`src/rtl/if_id_skid_reg.sv`:
```
// ---------------------------------------------------------------------------
// if_id_skid_reg
//
// IF/ID pipeline register built as a 2-entry skid buffer. Fetch pushes
// {PC+4, instruction} pairs with a valid/ready handshake, and decode pops the
// head entry. The second slot absorbs the instruction that fetch already
// produced in the cycle decode stalled, so nothing is lost while the freeze
// (~in_ready) propagates back to fetch.
//
// Ports
//   clk, rst          : clock, asynchronous active-high reset
//   flush             : branch taken in execute; drop everything buffered/incoming
//   pc_in, instruction_in, in_valid / in_ready    : fetch side handshake
//   pc_out, instruction_out, out_valid / out_ready : decode side handshake
//   stall_cycles      : saturating count of cycles with out_valid & ~out_ready
//
// Parameters
//   DEPTH : number of buffered entries (only 2 is supported)
//   CNT_W : width of the stall-cycle counter
// ---------------------------------------------------------------------------
module if_id_skid_reg #(
    parameter int DEPTH = 2,
    parameter int CNT_W = 16
) (
    input  logic             clk,
    input  logic             rst,
    input  logic             flush,
    input  logic [31:0]      pc_in,
    input  logic [31:0]      instruction_in,
    input  logic             in_valid,
    output logic             in_ready,
    output logic [31:0]      pc_out,
    output logic [31:0]      instruction_out,
    output logic             out_valid,
    input  logic             out_ready,
    output logic [CNT_W-1:0] stall_cycles
);

    // Encoding equals the occupancy count, so bit 0 doubles as count mod 2.
    typedef enum logic [1:0] {
        S_EMPTY = 2'd0,
        S_ONE   = 2'd1,
        S_FULL  = 2'd2
    } state_t;

    localparam logic [CNT_W-1:0] CNT_ONE = {{(CNT_W-1){1'b0}}, 1'b1};
    localparam logic [CNT_W-1:0] CNT_MAX = {CNT_W{1'b1}};

    state_t           r_state;
    logic             r_head;
    logic [31:0]      r_pc    [DEPTH];
    logic [31:0]      r_instr [DEPTH];
    logic [CNT_W-1:0] r_stall;

    logic             w_push;
    logic             w_pop;
    logic             w_wr_ptr;
    logic             w_out_valid;
    logic             w_in_ready;

    // Handshake flags come from registered state only: out_ready never
    // reaches in_ready combinationally, which keeps the fetch freeze path short.
    assign w_out_valid = (r_state != S_EMPTY);
    assign w_in_ready  = (r_state != S_FULL);

    assign w_push = in_valid & w_in_ready;
    assign w_pop  = w_out_valid & out_ready;

    // Write slot = head + count (mod 2). Only meaningful when not FULL,
    // which is the only time a push can happen.
    assign w_wr_ptr = r_head ^ r_state[0];

    // -----------------------------------------------------------------------
    // Occupancy FSM and head pointer. Flush wins over push and pop; a pop in
    // the flush cycle is treated as consumed and simply forgotten here.
    // -----------------------------------------------------------------------
    always_ff @(posedge clk or posedge rst) begin
        if (rst) begin
            r_state <= S_EMPTY;
            r_head  <= 1'b0;
        end else if (flush) begin
            r_state <= S_EMPTY;
            r_head  <= 1'b0;
        end else begin
            case (r_state)
                S_EMPTY: begin
                    if (w_push)
                        r_state <= S_ONE;
                end
                S_ONE: begin
                    // push & pop together stays in ONE; the new entry
                    // becomes head because the head pointer toggles below.
                    if (w_push && !w_pop)
                        r_state <= S_FULL;
                    else if (!w_push && w_pop)
                        r_state <= S_EMPTY;
                end
                S_FULL: begin
                    // in_valid is ignored here since in_ready is low.
                    if (w_pop)
                        r_state <= S_ONE;
                end
                default: r_state <= S_EMPTY;
            endcase
            if (w_pop)
                r_head <= ~r_head;
        end
    end

    // -----------------------------------------------------------------------
    // Entry storage. A pair offered during flush is discarded.
    // -----------------------------------------------------------------------
    always_ff @(posedge clk or posedge rst) begin
        if (rst) begin
            for (int i = 0; i < DEPTH; i++) begin
                r_pc[i]    <= '0;
                r_instr[i] <= '0;
            end
        end else if (w_push && !flush) begin
            r_pc[w_wr_ptr]    <= pc_in;
            r_instr[w_wr_ptr] <= instruction_in;
        end
    end

    // -----------------------------------------------------------------------
    // Stall counter: counts held-head cycles, including a flush cycle, and
    // sticks at all-ones. Only reset clears it.
    // -----------------------------------------------------------------------
    always_ff @(posedge clk or posedge rst) begin
        if (rst)
            r_stall <= '0;
        else if (w_out_valid && !out_ready && (r_stall != CNT_MAX))
            r_stall <= r_stall + CNT_ONE;
    end

    // Data outputs are forced to zero when empty so stale slots never leak.
    assign out_valid       = w_out_valid;
    assign in_ready        = w_in_ready;
    assign pc_out          = w_out_valid ? r_pc[r_head]    : 32'd0;
    assign instruction_out = w_out_valid ? r_instr[r_head] : 32'd0;
    assign stall_cycles    = r_stall;

endmodule

```
`config.mk`:
```
export PLATFORM = sky130hd
export DESIGN_NAME = if_id_skid_reg
export DESIGN_NICKNAME = d
export VERILOG_FILES = /design/src/rtl/if_id_skid_reg.sv
export SDC_FILE = /design/constraint.sdc
export NUM_CORES = 1
export LEC_CHECK = 0
export CAP_MARGIN = 15
export CORE_MARGIN = 3
export CORE_UTILIZATION = 47
export DETAILED_ROUTE_END_ITERATION = 8
export GPL_ROUTABILITY_DRIVEN = 0
export GPL_TIMING_DRIVEN = 0
export PLACE_DENSITY_LB_ADDON = 0.15
export REMOVE_ABC_BUFFERS = 1
export SLEW_MARGIN = 20
export SYNTH_ARGS = -nofsm -noshare
export SYNTH_HDL_FRONTEND = slang
export SYNTH_SLANG_ARGS = --single-unit
```
`constraint.sdc`:
```
create_clock -name clk -period 5.1 [get_ports clk]
set_clock_uncertainty 0.1 [all_clocks]
set_input_delay 1.02 -clock clk [delete_from_list [all_inputs] [get_ports clk]]
set_output_delay 1.02 -clock clk [all_outputs]
set_load 0.02 [all_outputs]
```
### PDN straps and rails, run 1

Pins as bars on the die edge. Tap cells in gray.
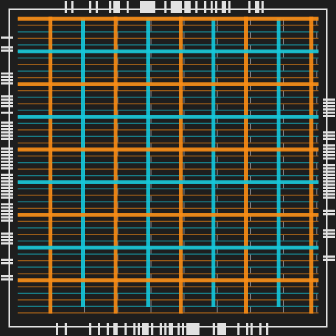
Orange marks VSS. Cyan marks VDD.
9 straps on met4. The core has 45 rows. 151 signal pins sit on the boundary. 9 straps on met5. 211 tap cells.

### Cell classes on the final placement, run 1

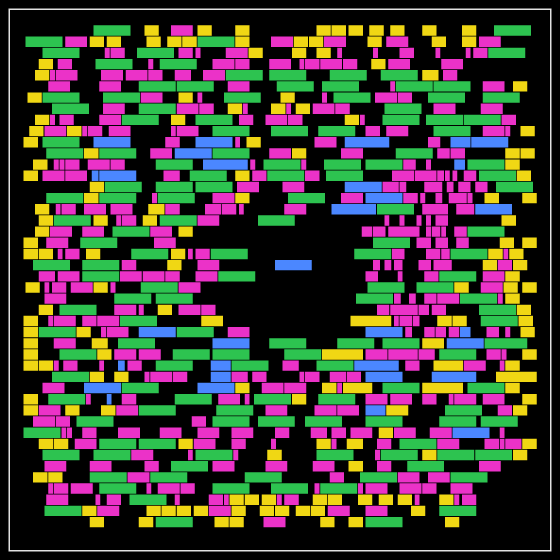
Magenta marks combinational and other logic, cells 330. Blue marks clock drivers and dummy loads, cells 31. Yellow marks remaining buffers and delay cells, cells 163. Green marks sequential cells, cells 147.

==> flow_metrics.tcl, run 1 <==
# collected from the flow reports
set metrics [dict create \
    cts_resized 0 \
    antenna_found_initial 0 \
    numSynthFlops 147 \
    setup_ws_ns 1.44 \
    cp_num_buf_inv 2 \
    crit_family "buffers and inverters" \
    fp-utilization 0.483 \
    startpoint_type "flop" \
    syn_inst 507 \
    post-place-cells 851 \
    yosys-stat-area_um2 7400 \
    fillCellCount 1184 \
    worstPathMaxFanout 40 \
    syn_avg_cell_area_um2 14.6 \
    endpoint_kind "primary output" \
    clk-insertion-delay-late_ns 0.41 \
    numCtsBuffers 17 \
    instances_no_fill 882 \
    htreeDepth 4 \
    grt_max_degree 80 \
    critPathSlowestCell "dfrtp_4" \
    timing.fmax_mhz 273 \
    p_total_mw 4.26 \
    warnings 25 \
    synth_seq_share 0.497 \
    power.internal_mw 3.13 \
    die_x_um 131 \
    slew_viol_final 0 \
    grt_usage 0.194 \
    synth-edff-count 0 \
    finalClockPeriodUsage 0.717 \
    die_h_um 131 \
    drc_errors 0 \
    ir_worst_vdd_mv 0.244 \
    max-slew-margin-rel 0.556 \
    tightest_slew_ns 0.665 \
    hold_path.class "flop to flop" \
    worstPathRequired_ns 3.98 \
    post-route-min-period_ns 3.66 \
    lay_top_count "clkdlybuf4s50_1" \
    wl_per_cell_um 18.4 \
    clkPwrFrac 0.326 \
    final_nets 729 \
    io_pins 151 \
    clk_pin_slew_ns 0.05 \
    p_sw_frac 0.265 \
    flop_cell "dfrtp_1" \
    hold_viol 0 \
    yosysCellCount 507 \
    status "finished clean" \
    power_density_nw_per_um2 438 \
    die_area_um2 17300 \
    num_rows 45 \
    mostFrequentLayoutCells "clkdlybuf4s50_1 (150), dfrtp_1 (146), mux2_4 (122)" \
    antenna_left 0 \
    drt-initial-drc-count 255 \
    vias 4440 \
    maxCapViolCount 0 \
    grt_overflow_total 0 \
    p_comb_frac 0.274 \
    syn_area_um2 7400 \
    place_hpwl_mm 10.8 \
    leakagePower_nw 4.34 \
    post-route-util 0.636 \
    wl_mm 16.2 \
    slowest_delay_ns 0.80 \
    crit_chain "buf_16 > mux2i_1 > nor2_1 > clkdlybuf4s50_1" \
    core_area_um2 15300 \
    antennaDiodeCount 0 \
    routed_via_density 5.03 \
    setup_viol 0 \
    grt_pass1_vias 5029 \
    postCtsSetupRepairBufs 0 \
    yosysWarningCount 0 \
    cts_tree "built" \
    path_class "flop to primary output" \
    cts_root_buf "clkbuf_16" \
    drive_gt1_frac 0.283 \
    worstPathArrival_ns 2.54 \
    cts.sinks 147 \
    area_delta_synth_final_pct 31.5 \
    rsz0062_at_grt "false" \
    pwr-share-seq 0.400 \
    ctsLongestPathBuffers 2 \
    synthArstFlopShare 1.00 \
    switchingPower_mw 1.13 \
    ys_types 40 \
    post-place-ws_ns 1.52 \
    holdWs_ns 0.407 \
    postCtsHoldBufs 0 \
    numPortBuffers 150 \
    grt_pass1_wl_mm 27.1 \
    dr.pass1.iters 4 \
]
### Routed clock nets over the placement, run 1

Bar = 50 µm.
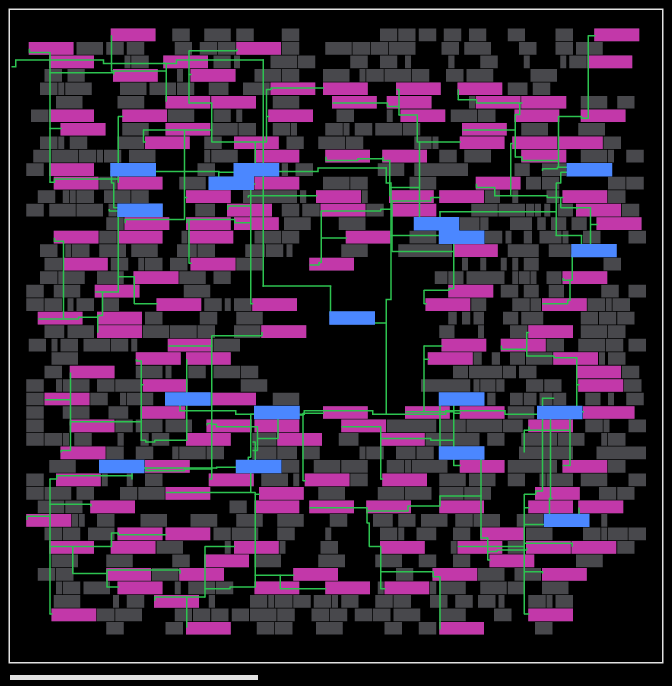
Green marks clock wires, length 1970 µm. Magenta marks flip-flops, count 147. Blue marks clock drivers, count 17.
There are 18 routed clock nets.

run 1: per-stage QoR:
step           cell area (µm²)  TNS, ns
2_1_floorplan             7050  -130.97
3_3_place_gp              8820  -642.80
3_5_place_dp              9080        0
4_1_cts                   9740        0
5_1_grt                   9740        0
6_report                  9740        0
run 1: final cells by class:
type	instances	area (µm²)	area share
Clock buffer	22	484	0.0497
Clock inverter	9	175	0.0180
Inverter	2	15.0	0.00154
Multi-Input combinational cell	328	3370	0.346
Sequential cell	147	3680	0.378
Tap cell	211	264	0.0271
Timing Repair Buffer	163	1740	0.179
run 1: power by group through the flow:
stage	clock network [mW]	logic, mW	registers [mW]
CTS	1.43	1.18	1.70
global placement	0	1.14	1.70
finish	1.39	1.17	1.71
detailed placement	0	1.18	1.71
floorplan	0	0.795	1.68
global route	1.47	1.25	1.75
run 1: worst paths after layout:
kind | from | endpoint | slack (ns) | cells after the start
min | r_pc[59] | r_pc[59] | 0.41 | 1
min reg2reg | r_pc[59] | r_pc[59] | 0.41 | 1
min in group asynchronous | rst | r_pc[4] | 0.99 | 2
max reg2reg | r_head | r_instr[54] | 2.17 | 8
max in group asynchronous | rst | r_pc[14] | 3.17 | 3
max | r_head | instruction_out[13] | 1.44 | 4
run 1: registers in the layout, summed over array words and instances, names as in the netlist:
signal        count
r_pc             64
r_head            1
r_state           2
stall_cycles     16
r_instr          64
run 1: per-layer routing:
metal / vias up / share of wire / track usage
li1: 2078 / - / -
met1: 2251 / 0.44 / 0.241
met2: 99 / 0.49 / 0.324
met3: 12 / 0.058 / 0.0689
met4: 0 / 0.012 / 0.0484
met5: - / 0 / 0
run 1: cell families after synthesis:
logic type / synth area share
buffers and inverters: 0.0480
DFF: 0.497
muxes: 0.349
adders and majority gates: 0.00169
xor gates and xnor gates: 0.0166
AOI/OAI and AO/OA: 0.00744
and+or+nand+nor: 0.0801
run 1: Yosys cell counts, drive strengths merged, types with 2 or more instances:
| library cell | instances | area [µm²] |
|---|---|---|
| nor3 | 8 | 45.0 |
| nand2 | 9 | 33.8 |
| buf | 24 | 325 |
| nor4b | 2 | 30.0 |
| mux2i | 65 | 651 |
| nor2 | 71 | 274 |
| nand3b | 2 | 27.5 |
| nor3b | 3 | 27.5 |
| mux2 | 131 | 1930 |
| dfrtp | 147 | 3680 |
| clkbuf | 6 | 22.5 |
| nand4 | 3 | 25.0 |
| nor4 | 3 | 46.3 |
| inv | 2 | 7.51 |
| a21oi | 2 | 10.0 |
| xor2 | 14 | 123 |
| nand3 | 4 | 42.5 |
run 1: worst register-to-register path, delay by kind of cell, from the launching register on:
kind / cells / cell delay (ns)
compound gates: 1 / 0.10
buf+inv: 4 / 0.77
simple gates: 2 / 0.84
mux: 1 / 0.30
flops: 1 / 0.71
### Routing congestion map, run 1

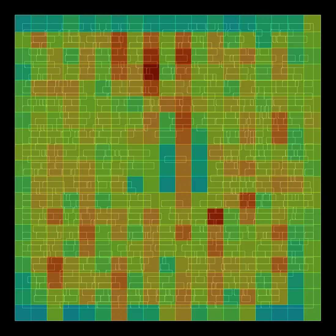

==> inputs of run 2 (changes only) <==
--- a/config.mk
+++ b/config.mk
@@ -7,7 +7,7 @@
 export LEC_CHECK = 0
 export CAP_MARGIN = 15
 export CORE_MARGIN = 3
-export CORE_UTILIZATION = 47
+export CORE_UTILIZATION = 52
 export DETAILED_ROUTE_END_ITERATION = 8
 export GPL_ROUTABILITY_DRIVEN = 0
 export GPL_TIMING_DRIVEN = 0
==> constraint.sdc (replaced) <==
create_clock -name clk -period 3.4 [get_ports clk]
set_clock_uncertainty 0.1 [all_clocks]
set_input_delay 0.68 -clock clk [delete_from_list [all_inputs] [get_ports clk]]
set_output_delay 0.68 -clock clk [all_outputs]
set_load 0.02 [all_outputs]
### Routing congestion map, run 2

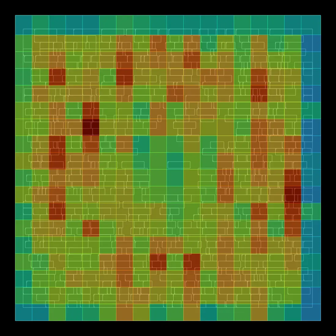
wire length per cell: 18.8 µm
met3 Track Usage GR: 0.0546

### Routed clock nets over the placement, run 2

Bar = 50 µm.
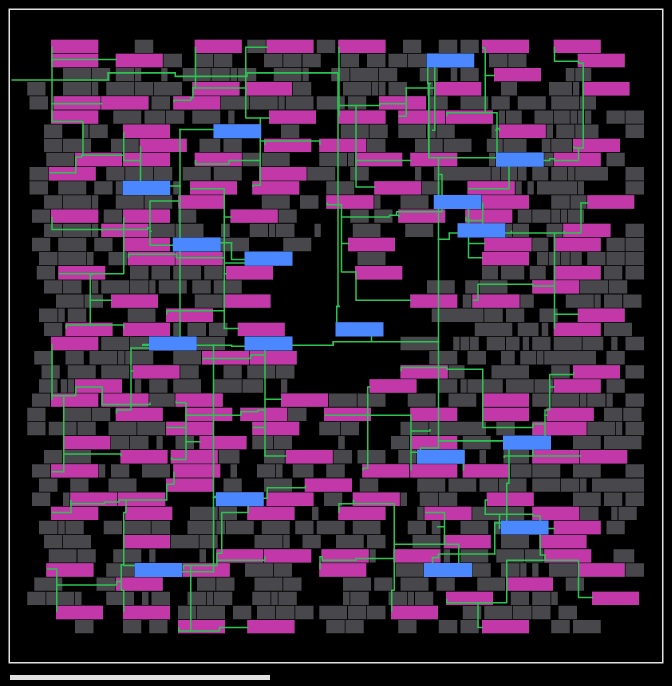
Blue marks clock drivers, count 17. Green marks clock wires, length 1790 µm. Magenta marks flip-flops, count 147.
Position of the flops: spread over the die.

==> run 2 against run 1 <==
Final cell count shrank 4.1%. First-iteration DRC count fell by 5.1%. Combinational power grew about 50%. Setup slack got worse by 1.3 ns. Hold slack improved by 0.0017 ns. Global-route usage rose by 1.8 points. Area after synthesis unchanged. Die area decreased by 9.2%. Critical path depth did not move. Largest cell class unchanged. Count of clock-buffer cells in the layout up 1. Routed wire length shrank 2.1%. Power grew 43%. Critical endpoint is now instruction_out[2].
==> flow_metrics.tcl, run 2 <==
# collected from the flow reports
set metrics [dict create \
    p_comb_frac 0.289 \
    post-route-min-period_ns 3.23 \
    numPortBuffers 150 \
    status "finished clean" \
    grt_usage 0.212 \
    leakagePower_nw 4.31 \
    switchingPower_mw 1.66 \
    antenna_found_initial 0 \
    hold_viol 0 \
    finalClockPeriodUsage 0.950 \
    io_pins 151 \
    wl_mm 15.9 \
    regToRegStartpoint "r_head" \
    synthArstFlopShare 1.00 \
    antenna_left 0 \
    cp_num_buf_inv 2 \
    ys_types 40 \
    syn_avg_cell_area_um2 14.6 \
    timing.fmax_mhz 310 \
    topCellsByArea "dfrtp_1 (50%), mux2_4 (25%), mux2i_1 (8.8%), nor2_1 (3.6%), buf_12 (3.5%)" \
    grt_max_degree 85 \
    cp-startpoint "r_state[0]" \
    power_density_nw_per_um2 636 \
    path_class "flop to primary output" \
    worstPathRequired_ns 2.62 \
    slowest_delay_ns 0.64 \
    hold_path.class "flop to flop" \
    place_hpwl_mm 10.4 \
    area_delta_synth_final_pct 30.0 \
    numSynthFlops 147 \
    p_sw_frac 0.272 \
    setup_viol 0 \
    fp-utilization 0.546 \
    flop_cell "dfrtp_1" \
    htreeDepth 4 \
    endpoint_kind "primary output" \
    crit_family "buffers and inverters" \
    synth_seq_share 0.497 \
    grt_pass1_vias 5186 \
    lay_top_count "clkdlybuf4s50_1" \
    die_h_um 125 \
    cts.sinks 147 \
    power.internal_mw 4.45 \
    worstPathMaxFanout 26 \
    crit_chain "nor2_4 > buf_16 > nor2_1 > clkdlybuf4s50_1" \
    synth_top_area_share 0.497 \
    synthMostInstantiatedCell "dfrtp_1" \
    drt-initial-drc-count 242 \
    ctsLongestPathBuffers 2 \
    hold_start "r_pc[60]" \
    worstPathArrival_ns 2.45 \
    startpoint_type "flop" \
    synth_top_cell_by_area "dfrtp_1" \
    yosysCellCount 507 \
    syn_area_um2 7400 \
    core_area_um2 13600 \
    drive_gt1_frac 0.279 \
    clk-insertion-delay-late_ns 0.41 \
    numCtsBuffers 17 \
    grt_overflow_total 0 \
    fin_setup_tns_ns 0 \
    ir_worst_vdd_mv 0.382 \
    antennaDiodeCount 0 \
    grt_pass1_wl_mm 26.8 \
    vias 4575 \
    pwr-share-seq 0.419 \
    final_nets 730 \
    synth-edff-count 0 \
    dr.pass1.iters 4 \
    clk_pin_slew_ns 0.05 \
    cts_root_buf "clkbuf_16" \
    post-place-cells 816 \
    drc_errors 0 \
    tightest_slew_ns 0.773 \
    die_x_um 125 \
    slew_viol_final 0 \
    syn_inst 507 \
    die_area_um2 15700 \
]
## run 2: netlist changes by cell type in the layout (fill, tap and decap cells not counted)
cell,previous run,this run
buf_12,2,3
clkinvlp_4,2,0
clkbuf_1,1,3
buf_8,3,5
clkinv_2,2,4
clkbuf_8,4,3
bufinv_16,5,2
buf_6,4,2
## run 2: repair_timing
action,in CTS,in global routing
endpoints found under the hold margin,0,0
hold buffers,0,0
buffers inserted,0,1
endpoints found under the setup margin,0,3
## run 2: layout make-up
class / count / area [µm²]
clock buffers: 23 / 478
inverters: 2 / 15.0
well taps: 176 / 220
clock inverters: 6 / 80.1
repair buffers: 164 / 1770
multi-input cells: 328 / 3370
fillers: 928 / 3940
flip-flops and latches: 147 / 3680
## run 2: kinds of logic after synthesis
kind of cell             after synthesis  synth area share
adder cells (fa/ha/maj)                1           0.00169
buffers and inverters                 32            0.0480
flip-flops                           147             0.497
AND-OR/OR-AND                          7           0.00744
multiplexers                         196             0.349
XOR/XNOR                              14            0.0166
AND/OR/NAND/NOR                      110            0.0801
## run 2: power by group through the flow
stage,logic [mW],registers (mW),clock network [mW]
global route,1.89,2.62,1.91
finish,1.76,2.56,1.79
floorplan,1.19,2.52,0
detailed placement,1.76,2.57,0
CTS,1.78,2.56,1.83
global placement,1.70,2.55,0
## run 2: final timing paths
path	slack, ns	endpoint	depth (start not counted)
worst max-delay path	0.17	instruction_out[2]	4
worst min register to register	0.41	r_pc[60]	1
worst max register to register	0.47	r_pc[60]	8
max in group asynchronous	1.80	r_pc[10]	3
worst min-delay path	0.41	r_pc[60]	1
min in group asynchronous	0.67	r_instr[49]	2
## run 2: metal layers
layer / vias to the layer above / global-route usage / part of all wire
met1: 2352 / 0.269 / 0.44
met5: - / 0 / 0
met2: 119 / 0.355 / 0.50
met4: 0 / 0.0714 / 0.017
met3: 19 / 0.0546 / 0.049
li1: 2085 / - / -
## run 2: through the flow
stage	area [µm²]	hold slack [ns]	total power, mW	utilization	setup WS [ns]
after detailed placement	9040	0.393	4.33	0.667	0.234
after global placement	8770	0.387	4.26	0.647	-6.60
after global routing	9620	0.421	6.42	0.709	0.0479
after floorplan	7050	0.379	3.71	-	-3.80
final	9620	0.408	6.11	0.709	0.171
after CTS	9600	0.410	6.17	0.708	0.0661
## run 2: worst register-to-register path, stage by stage, from the launching register on
cell and delay [ns]:
dfrtp_4 0.64, buf_12 0.25, nor3_1 0.14, a21oi_1 0.09, nor3b_4 0.59, buf_8 0.25
buf_6 0.22, buf_6 0.19, mux2_2 0.34
Power and IR drop assume default switching activity.
